$ cat src/rtl/fifo_pkg.sv
// rtl/fifo_pkg.sv - shared types, defaults and sizing helper for the parametrised FIFO
//
// Purpose: common definitions imported by fifo_ram and sync_fifo_param.
// Contents:
//   ptr_w()        pointer width for a given depth (address bits + wrap bit)
//   fifo_status_t  registered status flags of the FIFO
//   STATUS_RST     status value held while in reset
//   DATA_W_DEF / DEPTH_DEF  default geometry

package fifo_pkg;

  localparam int DATA_W_DEF = 8;
  localparam int DEPTH_DEF  = 16;

  // One extra bit above the address so full and empty can be told apart
  // when the read and write addresses coincide.
  function automatic int ptr_w(input int depth);
    return $clog2(depth) + 1;
  endfunction

  typedef struct packed {
    logic full;
    logic empty;
    logic almost_full;
    logic almost_empty;
    logic overflow;
    logic underflow;
  } fifo_status_t;

  localparam fifo_status_t STATUS_RST = '{
    full:         1'b0,
    empty:        1'b1,
    almost_full:  1'b0,
    almost_empty: 1'b1,
    overflow:     1'b0,
    underflow:    1'b0
  };

endpackage

$ cat src/rtl/fifo_ram.sv
// rtl/fifo_ram.sv - register-array storage with one sync write and one async read port
//
// Purpose: data storage for sync_fifo_param; contents are never reset.
// Ports:
//   clk    in   1          clock, rising edge
//   we     in   1          write strobe
//   waddr  in   ADDR_W     write address
//   wdata  in   DATA_W     write data
//   raddr  in   ADDR_W     read address
//   rdata  out  DATA_W     read data, combinational from raddr

module fifo_ram
  import fifo_pkg::*;
#(
  parameter int DATA_W = DATA_W_DEF,
  parameter int DEPTH  = DEPTH_DEF
) (
  input  logic                      clk,
  input  logic                      we,
  input  logic [ptr_w(DEPTH)-2:0]   waddr,
  input  logic [DATA_W-1:0]         wdata,
  input  logic [ptr_w(DEPTH)-2:0]   raddr,
  output logic [DATA_W-1:0]         rdata
);

  logic [DATA_W-1:0] mem [DEPTH];

  always_ff @(posedge clk) begin
    if (we) begin
      mem[waddr] <= wdata;
    end
  end

  assign rdata = mem[raddr];

endmodule

$ cat src/rtl/sync_fifo_param.sv
// rtl/sync_fifo_param.sv - single-clock parametrised FIFO with flags, count and error pulses
//
// Purpose: rate/latency buffer between a producer and a consumer in one clock domain.
// Build option: SYNC_FIFO_FWFT_EN selects first-word-fall-through output
//   (data_out shows the head word combinationally, read_enable pops it);
//   undefined gives a registered data_out loaded one cycle after an accepted read.
// Ports:
//   clk           in   1               clock, rising edge
//   reset         in   1               asynchronous, active-high reset
//   write_enable  in   1               write request
//   data_in       in   DATA_W          write data
//   read_enable   in   1               read request / pop
//   data_out      out  DATA_W          read data
//   full          out  1               count == DEPTH
//   empty         out  1               count == 0
//   almost_full   out  1               count >= AFULL_TH
//   almost_empty  out  1               count <= AEMPTY_TH
//   count         out  $clog2(DEPTH)+1 occupancy 0..DEPTH
//   overflow      out  1               pulse: write was rejected last cycle
//   underflow     out  1               pulse: read was rejected last cycle

module sync_fifo_param
  import fifo_pkg::*;
#(
  parameter int DATA_W    = DATA_W_DEF,
  parameter int DEPTH     = DEPTH_DEF,
  parameter int AFULL_TH  = DEPTH - 2,
  parameter int AEMPTY_TH = 2
) (
  input  logic                   clk,
  input  logic                   reset,
  input  logic                   write_enable,
  input  logic [DATA_W-1:0]      data_in,
  input  logic                   read_enable,
  output logic [DATA_W-1:0]      data_out,
  output logic                   full,
  output logic                   empty,
  output logic                   almost_full,
  output logic                   almost_empty,
  output logic [$clog2(DEPTH):0] count,
  output logic                   overflow,
  output logic                   underflow
);

  localparam int PTR_W  = ptr_w(DEPTH);
  localparam int ADDR_W = PTR_W - 1;

  localparam logic [PTR_W-1:0] AFULL_C  = PTR_W'(AFULL_TH);
  localparam logic [PTR_W-1:0] AEMPTY_C = PTR_W'(AEMPTY_TH);

  logic [PTR_W-1:0]  wr_ptr, rd_ptr, wr_ptr_nxt, rd_ptr_nxt;
  logic [PTR_W-1:0]  count_q, count_nxt;
  fifo_status_t      status_q, status_nxt;
  logic              rd_acc, wr_acc;
  logic [DATA_W-1:0] ram_rdata;

  // A full FIFO still takes a write when a read frees a slot in the same cycle.
  assign rd_acc = read_enable & ~status_q.empty;
  assign wr_acc = write_enable & (~status_q.full | rd_acc);

  always_comb begin
    wr_ptr_nxt = wr_ptr + PTR_W'(wr_acc);
    rd_ptr_nxt = rd_ptr + PTR_W'(rd_acc);

    count_nxt = count_q;
    case ({wr_acc, rd_acc})
      2'b10:   count_nxt = count_q + 1'b1;
      2'b01:   count_nxt = count_q - 1'b1;
      default: count_nxt = count_q;
    endcase

    // Flags are computed from next-state values so that, once registered,
    // they line up with count on the same edge.
    status_nxt.full         = (wr_ptr_nxt[PTR_W-1] != rd_ptr_nxt[PTR_W-1]) &&
                              (wr_ptr_nxt[ADDR_W-1:0] == rd_ptr_nxt[ADDR_W-1:0]);
    status_nxt.empty        = (wr_ptr_nxt == rd_ptr_nxt);
    status_nxt.almost_full  = (count_nxt >= AFULL_C);
    status_nxt.almost_empty = (count_nxt <= AEMPTY_C);
    status_nxt.overflow     = write_enable & ~wr_acc;
    status_nxt.underflow    = read_enable & status_q.empty;
  end

  always_ff @(posedge clk or posedge reset) begin
    if (reset) begin
      wr_ptr   <= '0;
      rd_ptr   <= '0;
      count_q  <= '0;
      status_q <= STATUS_RST;
    end else begin
      wr_ptr   <= wr_ptr_nxt;
      rd_ptr   <= rd_ptr_nxt;
      count_q  <= count_nxt;
      status_q <= status_nxt;
    end
  end

  fifo_ram #(
    .DATA_W (DATA_W),
    .DEPTH  (DEPTH)
  ) u_ram (
    .clk   (clk),
    .we    (wr_acc),
    .waddr (wr_ptr[ADDR_W-1:0]),
    .wdata (data_in),
    .raddr (rd_ptr[ADDR_W-1:0]),
    .rdata (ram_rdata)
  );

`ifdef SYNC_FIFO_FWFT_EN
  // Head word is shown directly; meaningless while empty.
  assign data_out = ram_rdata;
`else
  logic [DATA_W-1:0] dout_q;

  always_ff @(posedge clk or posedge reset) begin
    if (reset) begin
      dout_q <= '0;
    end else if (rd_acc) begin
      dout_q <= ram_rdata;
    end
  end

  assign data_out = dout_q;
`endif

  assign count        = count_q;
  assign full         = status_q.full;
  assign empty        = status_q.empty;
  assign almost_full  = status_q.almost_full;
  assign almost_empty = status_q.almost_empty;
  assign overflow     = status_q.overflow;
  assign underflow    = status_q.underflow;

endmodule

$ cat config.mk
export PLATFORM = sky130hd
export DESIGN_NAME = sync_fifo_param
export DESIGN_NICKNAME = d
export VERILOG_FILES = /design/src/rtl/fifo_pkg.sv /design/src/rtl/fifo_ram.sv /design/src/rtl/sync_fifo_param.sv
export SDC_FILE = /design/constraint.sdc
export NUM_CORES = 1
export LEC_CHECK = 0
export CAP_MARGIN = 25
export CORE_UTILIZATION = 50
export DETAILED_ROUTE_END_ITERATION = 8
export PLACE_DENSITY = 0.68
export SYNTH_ARGS = -nofsm -noshare
export SYNTH_HDL_FRONTEND = slang
export SYNTH_HIERARCHICAL = 1
export SYNTH_SLANG_ARGS = --single-unit
$ cat constraint.sdc
create_clock -name clk -period 7.8 [get_ports clk]
set_clock_uncertainty 0.2 [all_clocks]
set_input_delay 0.78 -clock clk [delete_from_list [all_inputs] [get_ports clk]]
set_output_delay 0.78 -clock clk [all_outputs]
set_load 0.005 [all_outputs]
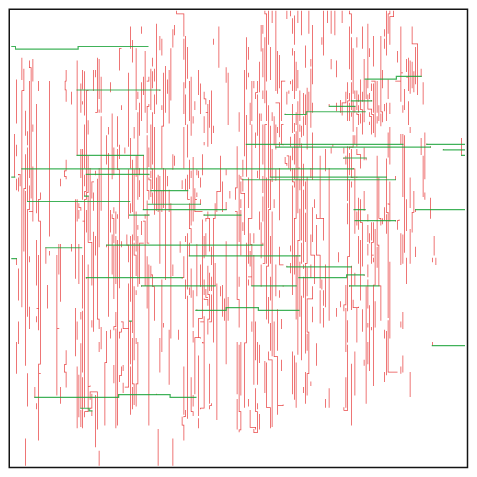
**Above:** run 1 (signal wires by layer).
(4 px per um) Two of the layers only.
| colour | layer | wire length |
|---|---|---|
| red | metal 2 | 6090 um |
| green | metal 3 | 744 um |

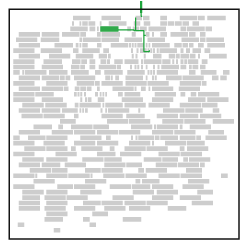
**Above:** run 1 (port wiring).
(2 px per um)
| colour | port | bits | direction | edge | end cells | buffers | wire |
|---|---|---|---|---|---|---|---|
| green | full | 1 | output | north | 1 | 1 | 37.9 um |

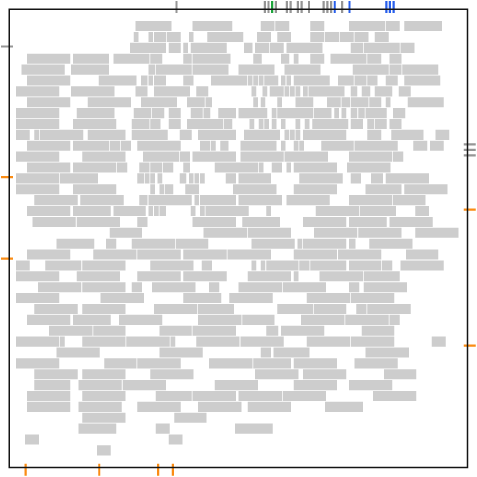
**Above:** run 1 (I/O pins on the die edge).
(4 px per um) Pins as bars across the die edge, other pins in grey.
| colour | port | pins | direction | edge |
|---|---|---|---|---|
| green | full | 1 | output | north |
| orange | data_in | 8 | input | 4 south, 2 east, 2 west |
| blue | count | 5 | output | north |
all pins by edge: 19 north, 5 east, 4 south, 3 west

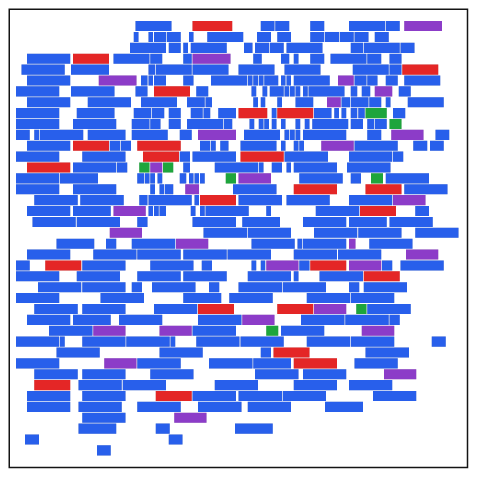
**Above:** run 1 (sizing map).
(4 px per um)
| colour | size | cells |
|---|---|---|
| green | _3 and _4 cells | 8 |
| red | _6 and larger | 24 |
| purple | _2 cells | 28 |
| blue | _0 and _1 cells | 330 |

==> flow_summary.json, run 1 <==
{
  "status": "finished, final reports clean",
  "rsz0062_at_grt": "false",
  "hold-path-endpoint": "data_out[7]",
  "cts_sinks": 157,
  "grt_use_total_pct": 20.90,
  "layout_min_cycle_time_ns": 3.934,
  "coreArea_um2": 12160,
  "post_drt_wl_per_cell_um": 21.72,
  "syn_inst": 337,
  "r2r_cells": 10,
  "dp_hpwl_mm": 7.715,
  "antenna_found_initial": 0,
  "fin_area_um2": 7401,
  "edf_count": 128,
  "n_all_buffers": 35,
  "post-route-period-util_pct": 50.43,
  "cts_buffers": 17,
  "grt_pass1_wl_mm": 18.82,
  "final_core_util_pct": 60.85,
  "ys_area_um2": 6292,
  "tightest_slew_ns": 0.9439,
  "first_pass_iters": 5,
  "min_from": "data_out[7]",
  "fin_cells": 558,
  "r2r-start": "empty",
  "cp.arrival_ns": 4.01,
  "relSlewSlack_pct": 36.84,
  "powerDensity_nw_per_um2": 390.0,
  "place_inst": 527,
  "largest_class": "sequential cells",
  "placed_cell_area_um2": 6771,
  "flops": 157,
  "ant_nets": 0,
  "ff_type": "edfxtp_1",
  "inv_count": 6,
  "gp_congestion": 0.7264,
  "cp_slowest_cell": "a2111oi_0",
  "drv_cap": 0,
  "logic_gates": 161,
  "critPathMaxFanout": 11,
  "r2r_slack_ns": 4.09,
  "worstSkewPairLatency_ns": 0.43,
  "nFillCells": 871,
  "n_tap_cell": 168,
  "drive_above_1_share_pct": 15.38,
  "num_io_pins": 31,
  "fp_util_pct": 51.74,
  "tns_ns": 0,
  "cp.required_ns": 7.88,
  "cts_setup_buffers": 0,
  "reg2reg_to": "almost_empty",
  "setup.worst_path.start": "read_enable",
  "report.final.slew_viol_count": 0,
  "end_kind": "register",
  "clkTransAtPathRegs_ns": 0.06,
  "syn_area_um2": 6292,
  "overflow": 0,
  "ir_drop_mv": 0.2265,
  "syn_avg_cell_area_um2": 18.67,
  "hold_buffers": 0,
  "warning_count": 27,
  "cp.depth": 11,
  "buffer_area_share_pct": 5.004,
  "htreeDepth": 4,
  "cts_root_buf": "clkbuf_16",
  "hold_ws_ns": 0.2797,
  "die_h_um": 114.2,
  "seq_share_pct": 61.81,
  "slowest_delay_ns": 0.51,
  "clock_path_buffers": 2,
  "hold_depth": 2,
  "post_cts_resize_count": 0,
  "crit_family": "AND-OR/OR-AND gates",
  "dieArea_um2": 13040,
  "logic_area_um2": 1594,
  "path_cells": "clkdlybuf4s50_1 -> nand2b_1 -> clkinv_1 -> ha_1 -> xor2_1 -> ha_1 -> o21ai_0 -> a211o_1 -> a211oi_2 -> xor2_1 -> a2111oi_0",
  "port_buffers": 30,
  "grt_max_degree": 35,
  "critPathKind": "in -> reg",
  "vias": 3150,
  "drt-initial-drc-count": 202,
  "drc": 0,
  "clk_share_pct": 8.504,
  "rows": 40,
  "max_freq_ghz": 0.2542,
  "fin_nets": 397,
  "grt_pass1_vias": 3289,
  "synthArstFlopShare_pct": 18.47
}
[run 1: through the flow]
stage                     power, W  setup WS (ns)
after CTS                 0.002911          3.931
final                     0.002886          3.866
after floorplan           0.001741          4.555
after detailed placement  0.002032          3.451
after global routing      0.003018          3.635
after global placement    0.001990          3.765
[run 1: Yosys cell counts, types with 2 or more instances]
master             n  area, um^2
edfxtp_1         128        3844
nand2_1           36       135.1
dfrtp_1           27       675.7
mux4_2            18       405.4
a22oi_1           16       120.1
nor2_1            15       56.30
mux4_1            14       367.9
xor2_1            13       113.9
ha_1               7       87.58
nand3_1            6       30.03
inv_1              5       18.77
buf_6              4       45.04
nor3_1             4       20.02
xnor2_1            4       35.03
buf_2              3       15.01
clkdlybuf4s25_2    3       30.03
nand2b_1           3       18.77
a21oi_1            2       10.01
and2_1             2       12.51
buf_4              2       15.01
dfstp_2            2       52.55
nand3b_1           2       15.01
nor2b_1            2       12.51
[run 1: worst reg2reg max path: stages (launching register included)]
cell       delay, ns
dfstp_2         0.53
nand2b_1        0.33
clkinv_1        0.37
ha_1            0.43
xor2_1          0.21
ha_1            0.24
o21ai_0         0.12
a211o_1         0.31
a211oi_2        0.17
xor2_1          0.14
a2111oi_0       0.51
[run 1: where the power goes]
part | total [W] | internal, W | switching [W]
Sequential | 0.00121 | 0.00106 | 0.000147
Combinational | 0.000799 | 0.000402 | 0.000397
Clock | 0.000878 | 0.000565 | 0.000313
Total | 0.00289 | 0.00203 | 0.000858
[run 1: placed cells by master, fill, tap and decap left out, types with 2 or more instances in the layout]
cell type	Yosys	final
xnor2_1	4	4
dfstp_2	2	2
dfrtp_1	27	25
clkinv_1	1	2
nand2_1	36	36
a21oi_1	2	2
nand3b_1	2	2
nand2b_1	3	3
edfxtp_1	128	128
and2_1	2	2
nand3_1	6	6
bufinv_16	0	5
nor3_1	4	3
nor2b_1	2	2
clkbuf_16	0	17
clkdlybuf4s50_1	0	30
mux4_1	14	14
xor2_1	13	13
nor2_1	15	15
inv_1	5	5
buf_4	2	3
ha_1	7	7
a22oi_1	16	16
dfrtp_2	0	2
mux4_2	18	18
clkinv_4	0	3
clkbuf_1	1	3
[run 1: flip-flops by register name, summed over array words and instances, names as in the netlist]
name,flops
u_ram/mem,128
data_out,8
count,5
rd_ptr,5
wr_ptr,5
almost_empty,1
almost_full,1
empty,1
full,1
overflow,1
underflow,1
[run 1: logic make-up after synthesis]
kind of cell,after synthesis,synth area share (%)
and+or+nand+nor,76,5.508
AOI/OAI and AO/OA,26,3.122
DFF,157,72.66
buffers and inverters,19,2.088
muxes,35,12.87
adders and majority gates,7,1.392
xor gates and xnor gates,17,2.366
[run 1: metal layers]
| metal | share of wire (%) | track usage, % | routed length [um] | vias up |
|---|---|---|---|---|
| li1 | - | - | - | 1417 |
| met1 | 42 | 27.60 | 5089 | 1640 |
| met2 | 50 | 33.13 | 6091 | 76 |
| met3 | 6.1 | 5.876 | 744 | 17 |
| met4 | 1.6 | 8.398 | 197 | 0 |
| met5 | 0 | 0 | 0 | - |
**Run 1: cell placement**

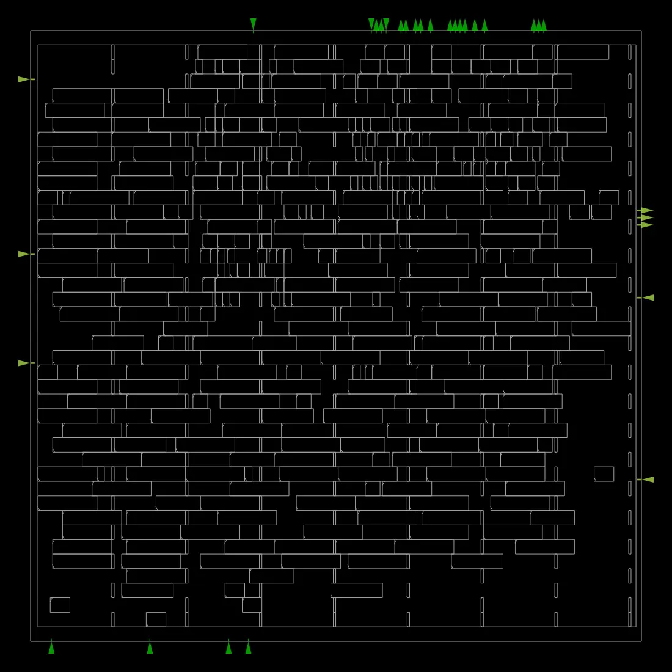

==> run 2, diff against run 1 <==
--- a/config.mk
+++ b/config.mk
@@ -8,7 +8,7 @@
 export CAP_MARGIN = 25
 export CORE_UTILIZATION = 50
 export DETAILED_ROUTE_END_ITERATION = 8
-export PLACE_DENSITY = 0.68
+export PLACE_DENSITY = 0.71
 export SYNTH_ARGS = -nofsm -noshare
 export SYNTH_HDL_FRONTEND = slang
 export SYNTH_HIERARCHICAL = 1
==> constraint.sdc (replaced) <==
create_clock -name clk -period 3.53 [get_ports clk]
set_clock_uncertainty 0.2 [all_clocks]
set_input_delay 0.353 -clock clk [delete_from_list [all_inputs] [get_ports clk]]
set_output_delay 0.353 -clock clk [all_outputs]
set_load 0.005 [all_outputs]
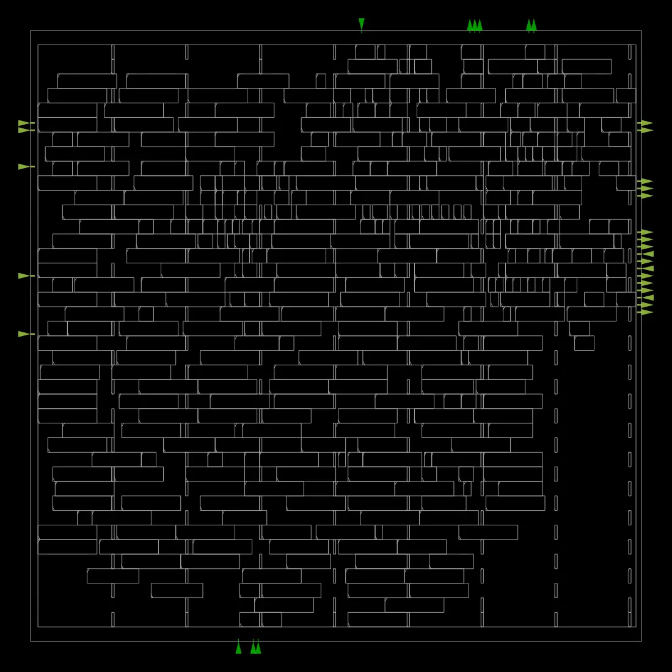
**Above:** run 2 (cell placement).
fin util: 61.41%
Seq/total area: 61.23%
post-route insts no fill: 574

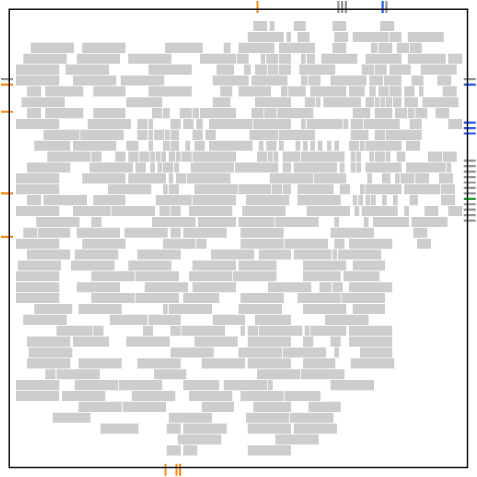
**Above:** run 2 (I/O pins on the die edge).
(4 px per um) Pins as bars across the die edge, other pins in grey.
| colour | port | pins | direction | edge |
|---|---|---|---|---|
| blue | count | 5 | output | 4 east, 1 north |
| orange | data_in | 8 | input | 4 west, 3 south, 1 north |
| green | full | 1 | output | east |
all pins by edge: 17 east, 6 north, 5 west, 3 south
PortBufs: 30
Die H: 114.2 um
Die X: 114.2 um

==> flow_summary.json, run 2 <==
{
  "drive_above_1_share_pct": 17.98,
  "slowest_delay_ns": 0.55,
  "r2r-start": "empty",
  "critPathMaxFanout": 7,
  "post-route-period-util_pct": 88.54,
  "synthArstFlopShare_pct": 18.47,
  "antenna_found_initial": 0,
  "cts_sinks": 157,
  "syn_avg_cell_area_um2": 18.67,
  "htreeDepth": 4,
  "status": "finished, final reports clean",
  "final_cell_mix": "128 x edfxtp_1, 36 x nand2_1, 30 x clkdlybuf4s50_1, 26 x dfrtp_1, 20 x buf_4",
  "layout_min_cycle_time_ns": 3.126,
  "ff_type": "edfxtp_1",
  "r2r_cells": 10,
  "grt_pass1_vias": 3302,
  "placed_cell_area_um2": 6893,
  "cp.required_ns": 3.63,
  "ant_nets": 0,
  "nFillCells": 888,
  "tns_ns": 0,
  "dp_hpwl_mm": 7.549,
  "vias": 3230,
  "top_area_share_pct": 61.09,
  "rsz0062_at_grt": "false",
  "largest-register": "u_ram/mem",
  "fin_area_um2": 7468,
  "clkTransAtPathRegs_ns": 0.06,
  "tightest_slew_ns": 0.6795,
  "gp_congestion": 0.8104,
  "grt_use_total_pct": 20.30,
  "swShare_pct": 29.90,
  "synth.area.top_cells": "edfxtp_1 61%, dfrtp_1 11%, mux4_2 6.4%, mux4_1 5.8%, nand2_1 2.1%",
  "internal_power_w": 0.004378,
  "warning_count": 27,
  "reg2reg_to": "almost_empty"
}
-- run 2: netlist changes by cell type in the layout (fill, tap and decap cells not counted) --
| cell | delta |
|---|---|
| clkinv_4 | -3 |
| dfrtp_1 | +1 |
| nor3_2 | -1 |
| bufinv_16 | -2 |
| clkinv_1 | +2 |
| inv_6 | +3 |
| dfrtp_2 | -1 |
| clkinvlp_4 | +1 |
| clkbuf_1 | -1 |
| buf_4 | +17 |
| clkinv_2 | -1 |
| nor3_1 | +1 |
-- run 2: power by group through the flow --
stage	clock, W	sequential, W	combinational (W)
final	0.00178	0.00257	0.00189
after floorplan	0	0.00253	0.00131
after global routing	0.00189	0.00261	0.00207
after detailed placement	0	0.00261	0.00189
after global placement	0	0.00260	0.00187
after CTS	0.00181	0.00258	0.00191
-- run 2: critical path, delay by kind of cell (launching register included) --
family / cells / cell delay, ns
AND-OR/OR-AND: 4 / 0.99
XOR/XNOR: 2 / 0.30
flip-flops: 1 / 0.55
adder cells (fa/ha/maj): 2 / 0.52
buffers and inverters: 1 / 0.22
AND/OR/NAND/NOR: 1 / 0.23
-- run 2: cell families after synthesis --
group | count (synthesis) | synth area share (%)
compound gates | 26 | 3.122
xor+xnor | 17 | 2.366
fa+ha+maj | 7 | 1.392
buf+inv | 19 | 2.088
flops | 157 | 72.66
mux | 35 | 12.87
simple gates | 76 | 5.508
-- run 2: layer usage --
layer	up-vias	track usage, %	share of wire, %
li1	1447	-	-
met1	1696	26.72	44
met2	73	33.05	50
met3	14	5.400	4.4
met4	0	7.013	1.3
met5	-	0	0
-- run 2: layout make-up --
class,count,share of cell area (%)
flip-flops and latches,157,61.23
clock buffers,19,5.797
clock inverters,11,1.910
inverters,6,0.3016
multi-input cells,161,21.28
repair buffers,52,6.668
well taps,168,2.815
-- run 2: stage by stage --
| stage | hold WS (ns) | std cells | total power [W] | setup WS, ns |
|---|---|---|---|---|
| final | 0.04449 | 574 | 0.006245 | 0.4045 |
| after global routing | 0.08615 | 574 | 0.006569 | 0.1597 |
| after CTS | 0.05175 | 574 | 0.006302 | 0.3908 |
| after detailed placement | 0.2708 | 544 | 0.004503 | 0.2341 |
| after global placement | 0.2658 | 543 | 0.004464 | 0.2820 |
| after floorplan | 0.2296 | 337 | 0.003847 | 0.5017 |
-- run 2: worst max path at each step --
stage | from | end | slack [ns] | cells past startpoint
floorplan | empty | almost_empty | 0.50 | 13
global placement | read_enable | almost_empty | 0.28 | 11
detailed placement | read_enable | almost_empty | 0.23 | 11
CTS | empty | almost_empty | 0.39 | 10
global route | empty | almost_empty | 0.16 | 10
finish | empty | almost_empty | 0.40 | 10
No activity file was given, so power comes from the tool's default toggle rates.
